==> config.mk <==
export PLATFORM = sky130hd
export DESIGN_NAME = multicycle_adder
export DESIGN_NICKNAME = d
export VERILOG_FILES = /design/src/rtl/multicycle_adder.sv
export SDC_FILE = /design/constraint.sdc
export NUM_CORES = 1
export LEC_CHECK = 0
export CORE_UTILIZATION = 50
export DETAILED_ROUTE_END_ITERATION = 8
export GPL_TIMING_DRIVEN = 0
export HOLD_SLACK_MARGIN = 0.12
export PLACE_DENSITY_LB_ADDON = 0.05
export REMOVE_ABC_BUFFERS = 1
export SLEW_MARGIN = 20
export SYNTH_ARGS = -nofsm -noshare
export SYNTH_HDL_FRONTEND = slang
export SYNTH_SLANG_ARGS = --single-unit
==> constraint.sdc <==
create_clock -name clk -period 3.86 [get_ports clk]
set_input_delay 0.386 -clock clk [delete_from_list [all_inputs] [get_ports clk]]
set_output_delay 0.386 -clock clk [all_outputs]
set_load 0.01 [all_outputs]
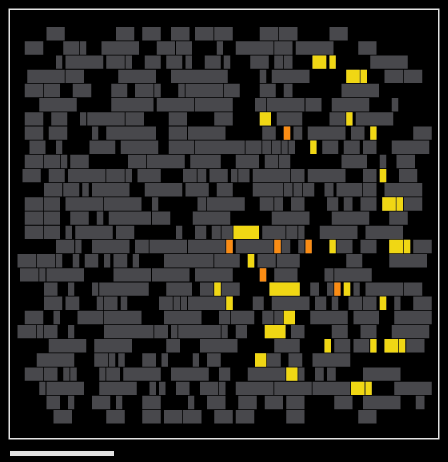
**Above:** logic cells by family.
The bar under the picture is 20 um long.
- orange: inv cells (cells 6; most used inv_1)
- yellow: nor cells (cells 31; most used nor2_1)
Finished Layout Cells: 449
most frequent logic cell in the layout: dfxtp_1
Comb area share: 42.6%

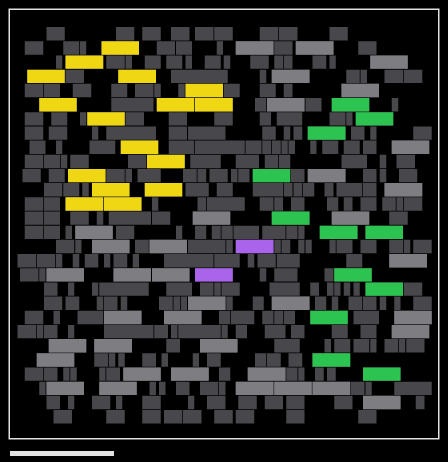
**Above:** sequential cells coloured by netlist name.
The bar under the picture is 20 um long. Other sequential cells in the stronger grey, the rest of the logic in the fainter grey.
- yellow: `op_b` (flops 16; where north-west)
- green: `acc` (flops 12)
- purple: `k` (flops 2)
register area: 1340 um2
sequential cell area share: 34.2%

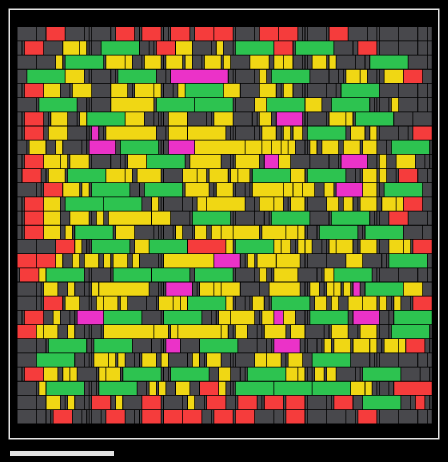
**Above:** placed cells, one colour a class.
The bar under the picture is 20 um long. Fill, decap, tap and diode cells in grey.
- magenta: clock drivers and dummy loads (cells 16; share of their area 5.1%)
- red: remaining buffers and delay cells (cells 58; share of their area 16%)
- green: registers (cells 67; share of their area 35%)
- yellow: remaining logic cells (cells 233; share of their area 44%)
Cell Rows: 28
Core Footprint: 6060 um2
final core occ: 64.7%
Design Area, Final: 3920 um2

==> run_results.csv <==
group,metric,value,unit
status,status,"finished clean",
yosys,top_cells_by_area,"dfxtp_1, nand2_1, o211a_1, xnor2_1, mux4_1",
clock_tree,ctsHoldBuffers,0,
drt,wl_met1,2.91,mm
yosys,ys_warn_count,0,
power_and_ir_drop,p_leak,0.00163,uW
layout,inverters,6,
yosys,synth_area,3210,um2
drt,post_drt_wl_per_cell,14.2,um
setup_path,path_class,"reg2reg",
layout,combGateArea,1670,um2
global_route,antenna_found_initial,0,
setup_path,rr_worst_depth,6,
yosys,synth.distinct_cells,44,
yosys,mux_area_share,6.83,%
yosys,synth_cells,328,
final_timing,fmax,0.315,GHz
flow_run,cap_violations,0,
setup_path,startpoint_type,"register",
die,initial_core_util,52.9,%
final_timing,setup_tns,0,ns
final_timing,skew,0.0107,ns
global_route,grt_busiest_layer,"met2",
yosys,synthTopCellsByCount,"dfxtp_1, nand2_1, o211a_1, nor2_1, xnor2_1",
layout,logic_gate_count,227,
setup_path,r2r_setup_slack,0.69,ns
clock_tree,post_cts_buffers,0,
drt,wl_met3,259,um
drt,drt_iter0_drc,128,
layout,drive_gt1_share,8.29,%
final_timing,final_max_slew_viol_count,0,
layout,syn2layout_area_growth,22.2,%
yosys,aoi_share,19.3,%
layout,largest_class,"multi-input combinational cells",
yosys,yosys.area_share.simple,16.2,%
die,dieArea,6740,um2
clock_tree,cts_tree,"yes",
placement,dp_cells,433,
layout,buffer_area_share,15.2,%
layout,fill_cells,554,
drt,top_layer,"met4",
die,die_h,82.1,um
final_timing,finalHoldViolCount,0,
layout,n_antenna_cell,0,
drt,wl_met2,3.14,mm
global_route,gr-total-overflow,0,
final_timing,holdWs,0.458,ns
final_timing,fin_crit,3.17,ns
placement,place.gp.congestion,0.815,
drt,drt_pass1_iterations,4,
global_route,gr-usage-met3,7.67,%
yosys,syn_avg_cell_area,9.78,um2
clock_tree,ctsRootBufferMaster,"clkbuf_8",
placement,dpl_worst_slack,0.656,ns
yosys,synth_xor_xnor_area_share,5.66,%
clock_tree,post_cts_resized,0,
global_route,grtUsageTotal,21.5,%
setup_path,cp-end-kind,"register",
layout,final_cell_mix,"dfxtp_1, nand2_1, clkdlybuf4s50_1, o211a_1, nor2_1",
final_timing,relSlewSlack,39.0,%
setup_path,cp_data_arrival_time,3.43,ns
yosys,ff_type,"dfxtp_1",
yosys,synth_area_leader_cell,"dfxtp_1",
yosys,yosys.stat.seqShare,41.8,%
yosys,top_cell,"dfxtp_1",
global_route,first_global_vias,2242,
final_timing,setup_viol,0,
global_route,grt.met2_usage,35.7,%
yosys,ys_area,3210,um2
drt,drcViolationCount,0,
global_route,grt_start_max_net_pins,41,
power_and_ir_drop,p_total,1560,uW
layout,nClkBuffers,12,
die,dieWidth,82.1,um
power by group:
group	internal (uW)	total [uW]	switching, uW	leakage (uW)
clock	315	575	260	0.0000926
combinational	117	232	115	0.000991
sequential	723	750	26.2	0.000547
worst max-delay path, cell delays in order (launching register included):
cell,delay (ns)
dfxtp_1,0.84
mux4_2,0.63
fa_1,0.45
fa_1,0.44
xor2_2,0.32
a22oi_1,0.15
a211oi_1,0.26
stage by stage:
| step | utilization [%] | instance area (um2) |
|---|---|---|
| 6_report | 64.7 | 3920 |
| 3_5_place_dp | 61.4 | 3720 |
| 4_1_cts | 64.7 | 3920 |
| 5_1_grt | 64.7 | 3920 |
| 2_1_floorplan | - | 3030 |
| 3_3_place_gp | 60.8 | 3680 |
No activity file was given, so power comes from the tool's default toggle rates.
